### config.mk
export PLATFORM = sky130hd
export DESIGN_NAME = clk_div_ctrl
export DESIGN_NICKNAME = d
export VERILOG_FILES = /design/src/rtl/clk_div_pkg.sv /design/src/rtl/clk_div_ctrl_div_stage.sv /design/src/rtl/clk_div_ctrl.sv
export SDC_FILE = /design/constraint.sdc
export NUM_CORES = 1
export LEC_CHECK = 0
export ABC_CLOCK_PERIOD_IN_PS = 3000
export CAP_MARGIN = 20
export CORE_UTILIZATION = 30
export DETAILED_ROUTE_END_ITERATION = 16
export PLACE_DENSITY = 0.57
export SYNTH_ARGS = -nofsm -noshare
export SYNTH_HDL_FRONTEND = slang
export SYNTH_HIERARCHICAL = 1
export SYNTH_SLANG_ARGS = --single-unit
### constraint.sdc
create_clock -name clk -period 3 [get_ports clk]
set_input_delay 0.45 -clock clk [delete_from_list [all_inputs] [get_ports clk]]
set_output_delay 0.45 -clock clk [all_outputs]
set_load 0.05 [all_outputs]
### src/rtl/clk_div_pkg.sv
`default_nettype none
// ============================================================================
// Module  : clk_div_pkg
// Purpose : Shared types and constants for the clock-divider sequencer.
//           - state_t    : controller FSM states
//           - TC_W       : width of one divider stage (fixed at 4)
//           - DEFAULT_TC : terminal count loaded at reset (decade stage)
//           - tc_slice() : extract one stage's TC from a packed TC vector
// Revision: 1.0 - initial release
// ============================================================================
package clk_div_pkg;

  localparam int TC_W       = 4;
  // Upper bound on cascade depth; tc_slice() works on a vector padded to this.
  localparam int MAX_STAGES = 16;
  localparam logic [TC_W-1:0] DEFAULT_TC = 4'd9;

  typedef enum logic [1:0] {
    IDLE     = 2'd0,
    RUN      = 2'd1,
    STOPPING = 2'd2
  } state_t;

  // Stage i occupies bits [4i+3:4i]; stage 0 is the fastest stage.
  function automatic logic [TC_W-1:0] tc_slice(
    input logic [MAX_STAGES*TC_W-1:0] vec,
    input int                         i
  );
    return vec[i*TC_W +: TC_W];
  endfunction

endpackage
`default_nettype wire

### src/rtl/clk_div_ctrl_div_stage.sv
`default_nettype none
// ============================================================================
// Module  : div_stage
// Purpose : One 4-bit modulo-(tc+1) counter of the divider cascade.
// Ports   : clk, rst   - clock, synchronous active-high reset
//           clr        - synchronous clear to 0 (period abort / stop)
//           en         - count enable (carry-in from the previous stage)
//           tc[3:0]    - terminal count; counter wraps after reaching it
//           count[3:0] - current count
//           at_tc      - count equals tc (combinational)
// Revision: 1.0 - initial release
// ============================================================================
module div_stage
  import clk_div_pkg::*;
(
  input  logic            clk,
  input  logic            rst,
  input  logic            clr,
  input  logic            en,
  input  logic [TC_W-1:0] tc,
  output logic [TC_W-1:0] count,
  output logic            at_tc
);

  logic [TC_W-1:0] r_count;

  always_ff @(posedge clk) begin
    if (rst || clr) begin
      r_count <= '0;
    end else if (en) begin
      r_count <= (r_count == tc) ? '0 : r_count + 1'b1;
    end
  end

  assign count = r_count;
  assign at_tc = (r_count == tc);

endmodule
`default_nettype wire

### src/rtl/clk_div_ctrl.sv
`default_nettype none
// ============================================================================
// Module  : clk_div_ctrl
// Purpose : Sequencer for a cascade of 4-bit divider stages producing a
//           one-cycle tick once per prod(tc_i + 1) system clocks.
// Ports   : clk, rst   - clock, synchronous active-high reset
//           start/stop - run control (stop takes effect at period end)
//           cfg_valid/cfg_tc/cfg_ready - per-stage TC config handshake
//           stage_en   - per-stage count enables (carry chain)
//           count      - packed stage counts (same packing as cfg_tc)
//           tick       - one-cycle pulse per divided period
//           busy       - high in RUN and STOPPING
//           sq_out     - 50% duty square wave, toggles per tick
//                        (only when CLK_DIV_CTRL_SQUARE_EN is defined)
// Config  : CLK_DIV_CTRL_SQUARE_EN - adds the sq_out port and its flop.
// Note    : STAGES must not exceed clk_div_pkg::MAX_STAGES.
// Revision: 1.0 - initial release
// ============================================================================
module clk_div_ctrl
  import clk_div_pkg::*;
#(
  parameter int STAGES = 7
)(
  input  logic                   clk,
  input  logic                   rst,
  input  logic                   start,
  input  logic                   stop,
  input  logic                   cfg_valid,
  input  logic [STAGES*TC_W-1:0] cfg_tc,
  output logic                   cfg_ready,
  output logic [STAGES-1:0]      stage_en,
  output logic [STAGES*TC_W-1:0] count,
  output logic                   tick,
  output logic                   busy
`ifdef CLK_DIV_CTRL_SQUARE_EN
  ,
  output logic                   sq_out
`endif
);

  localparam int PAD_W = MAX_STAGES * TC_W;

  state_t                   r_state;
  logic [STAGES*TC_W-1:0]   r_tc_act;
  logic [STAGES*TC_W-1:0]   r_tc_pend;
  logic                     r_pend_valid;
  logic                     r_tick;

  logic                     w_busy;
  logic                     w_cfg_fire;
  logic                     w_to_idle;
  logic                     w_wrap_all;
  logic [PAD_W-1:0]         w_tc_pad;

  assign w_busy     = (r_state == RUN) || (r_state == STOPPING);
  assign cfg_ready  = (r_state == IDLE) ? 1'b1 : !r_pend_valid;
  assign w_cfg_fire = cfg_valid && cfg_ready;
  // The tick cycle in STOPPING is the last busy cycle.
  assign w_to_idle  = (r_state == STOPPING) && r_tick;
  assign w_tc_pad   = PAD_W'(r_tc_act);

  // Each stage keeps its own enable wire so the carry chain is a plain
  // ripple of separate nets rather than a self-referencing vector.
  for (genvar gi = 0; gi < STAGES; gi++) begin : g_stage
    logic            w_en;
    logic            w_at_tc;
    if (gi == 0) begin : g_first
      assign w_en = w_busy;
    end else begin : g_chain
      assign w_en = g_stage[gi-1].w_en & g_stage[gi-1].w_at_tc;
    end

    div_stage u_stage (
      .clk   (clk),
      .rst   (rst),
      .clr   (w_to_idle),
      .en    (w_en),
      .tc    (tc_slice(w_tc_pad, gi)),
      .count (count[gi*TC_W +: TC_W]),
      .at_tc (w_at_tc)
    );

    assign stage_en[gi] = w_en;
  end

  assign w_wrap_all = g_stage[STAGES-1].w_en & g_stage[STAGES-1].w_at_tc;

`ifdef CLK_DIV_CTRL_SQUARE_EN
  logic r_sq;
  always_ff @(posedge clk) begin
    if (rst) begin
      r_sq <= 1'b0;
    end else if (w_wrap_all && !w_to_idle) begin
      r_sq <= !r_sq;
    end
  end
  assign sq_out = r_sq;
`endif

  always_ff @(posedge clk) begin
    if (rst) begin
      r_state      <= IDLE;
      r_tc_act     <= {STAGES{DEFAULT_TC}};
      r_tc_pend    <= '0;
      r_pend_valid <= 1'b0;
      r_tick       <= 1'b0;
    end else begin
      // Suppress a wrap on the exit cycle so no tick leaks into IDLE
      // (only possible when the whole period is a single cycle).
      r_tick <= w_wrap_all && !w_to_idle;

      case (r_state)
        IDLE:     if (start && !stop) r_state <= RUN;
        RUN:      if (stop)           r_state <= STOPPING;
        STOPPING: if (r_tick)         r_state <= IDLE;
        default:                      r_state <= IDLE;
      endcase

      if (r_state == IDLE) begin
        if (w_cfg_fire) r_tc_act <= cfg_tc;
      end else if (w_to_idle) begin
        // Anything pending (including a value accepted right now) is
        // applied on the way into IDLE.
        if (w_cfg_fire)        r_tc_act <= cfg_tc;
        else if (r_pend_valid) r_tc_act <= r_tc_pend;
        r_pend_valid <= 1'b0;
      end else begin
        // Accept and apply never collide: cfg_ready is low while pending.
        if (w_wrap_all && r_pend_valid) begin
          r_tc_act     <= r_tc_pend;
          r_pend_valid <= 1'b0;
        end
        if (w_cfg_fire) begin
          r_tc_pend    <= cfg_tc;
          r_pend_valid <= 1'b1;
        end
      end
    end
  end

  assign tick = r_tick;
  assign busy = w_busy;

endmodule
`default_nettype wire
==> images/m1.png <==
Supply wires on this layer in grey.
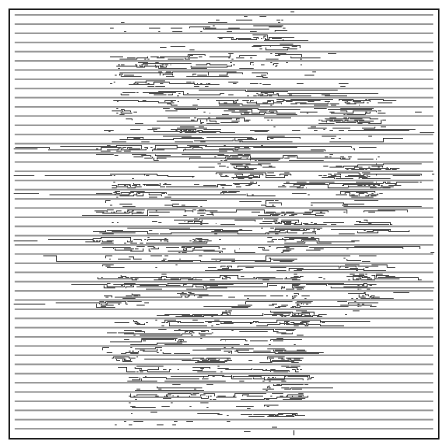
wire length on this layer = 5800 um
main direction = horizontal
share of all routed wire = 48%
M1 GR Usage: 21.3%
Detailed Route WL: 12100 um
vias post-DR: 4070

==> images/m2.png <==
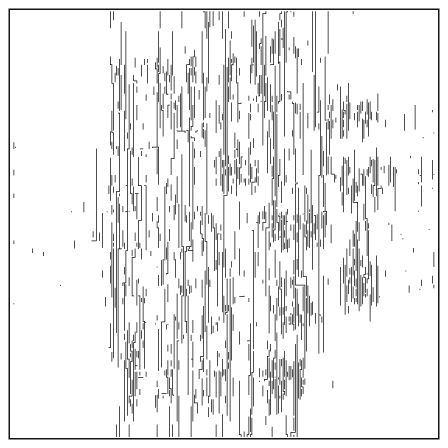
main direction = vertical
nets with wire on the layer = 520
share of all routed wire = 46%
GRT met2 Usage: 24.8%

==> images/m3.png <==
Bar = 50 um. Cells faint in the background.
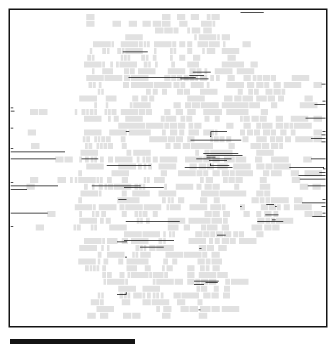
share of all routed wire = 4.2%
wire length on this layer = 511 um
nets with wire on the layer = 59

==> run summary <==
Reg power frac: 36.3%
Crit Path Class: reg2out
Placed Instances: 762
Remaining Overflow, GRT: 0
core area: 0.0151 mm2
Largest logic family: simple AND/OR/NAND/NOR gates
GPL Wtd Cong: 0.800
final instance area: 0.00582 mm2
Tool Warnings: 28
mapped cell area: 0.00465 mm2
worst path cell trace: xor2_1, nor4_2, and3_1, buf_4, and2_1, buf_12
Gate power share: 34.2%
Max Slew Vio Count: 0
met1 WL: 5800 um
Inverters excl. clock: 7
worst-margin pin slew: 0.619 ns
yosys simple share: 24.7%
worst r2r src: g_stage[1].u_stage/count[1]$_SDFFE_PP0P_
non-filler instance count after layout: 776
Post-synth ARST share: 0%
Critical Path AT: 2.35 ns
P_leak: 2.17 nW
Max FO, Critical Path: 10
Chip Area, Yosys: 0.00465 mm2
fin util: 38.4%
yosys warning tally: 6
antenna viol nets, final: 0
Dominant flop cell: dfxtp_1
Synth Instances: 528
flop-to-flop setup slack: 0.60 ns
Worst path top cell family by delay: simple AND/OR/NAND/NOR gates
Signal buffers: 81
overall power: 4.29 mW
maximum VDD drop: 303 uV
hold path depth: 2
vias in the first global route: 3826
Yosys reg bits: 88
Hold Slack: 0.456 ns
Fmax: 357 MHz
Die W: 127 um
Seq. pwr: 1.56 mW
# clock sinks: 88
Initial DRC Count: 225
clock tree from TritonCTS: built
Switch Pwr: 1.62 mW
clkbuf count: 9
fp_density: 30.7%
#MultiIn Comb: 398
clk slew on worst S/H paths: 0.06 ns
Post-Syn Nets: 571
Fin Clk Skew: 0.00900 ns
Unique cell types: 41
register share after synthesis: 37.8%
reg2reg path depth: 8
Comb group: 1.47 mW
Critical Path End: stage_en[3]
Max power group: sequential cells
Adder Area Share: 2.69%
Slew HR: 58.7%
min-delay worst type: reg2reg
GRT busiest layer: met2
Pint: 2.67 mW
CTS Root Cell: clkbuf_16
WP data required: 2.55 ns
status: complete, no violations
Critical path buffers and inverters: 2
DP HPWL: 8590 um
Sequential cell area: 0.00176 mm2
Die H: 127 um
yosys xor share: 6.59%
met3 WL post-DR: 511 um
Antenna Cells: 0
Seq/total area: 30.3%
largest net degree at the start of global routing: 41
# Taps: 188
pre-CTS WS: 0.533 ns
total die size: 0.0160 mm2
Syn-to-layout area delta: 25.1%
post-cts sizing count: 0
vias per inst: 5.24
biggest area cells: dfxtp_1 (38%), nand2_1 (8.2%), xor2_1 (6.6%)
Power Dens Cells: 736 mW/mm2
-- cells in the final DEF (no fill, tap or decap), types with 2 or more instances in the layout --
cell             Yosys  final
a211oi_2             7      7
a21oi_1             57     57
a31oi_1             26     26
a31oi_2              9      9
and2_1               9      8
and2b_2              7      7
and3_1               3      2
and3b_1              7      7
buf_12               0      5
buf_4                9     12
bufinv_16            0      3
clkbuf_16            0      9
clkdlybuf4s50_1      0     63
dfxtp_1             88     88
ha_1                10     10
inv_1                7      7
mux2i_1              2      2
nand2_1            102    102
nand2b_1            10     10
nand4_1              8      8
nor2_1               2      2
nor2b_1              8      8
nor4_1              14     14
nor4_2               7      7
o31ai_1             14     14
o41ai_1             28     28
or2_1                2      2
or2_2                7      7
or2b_1              14     14
xor2_1              35     35
Power is estimated from default activity; no workload was simulated.
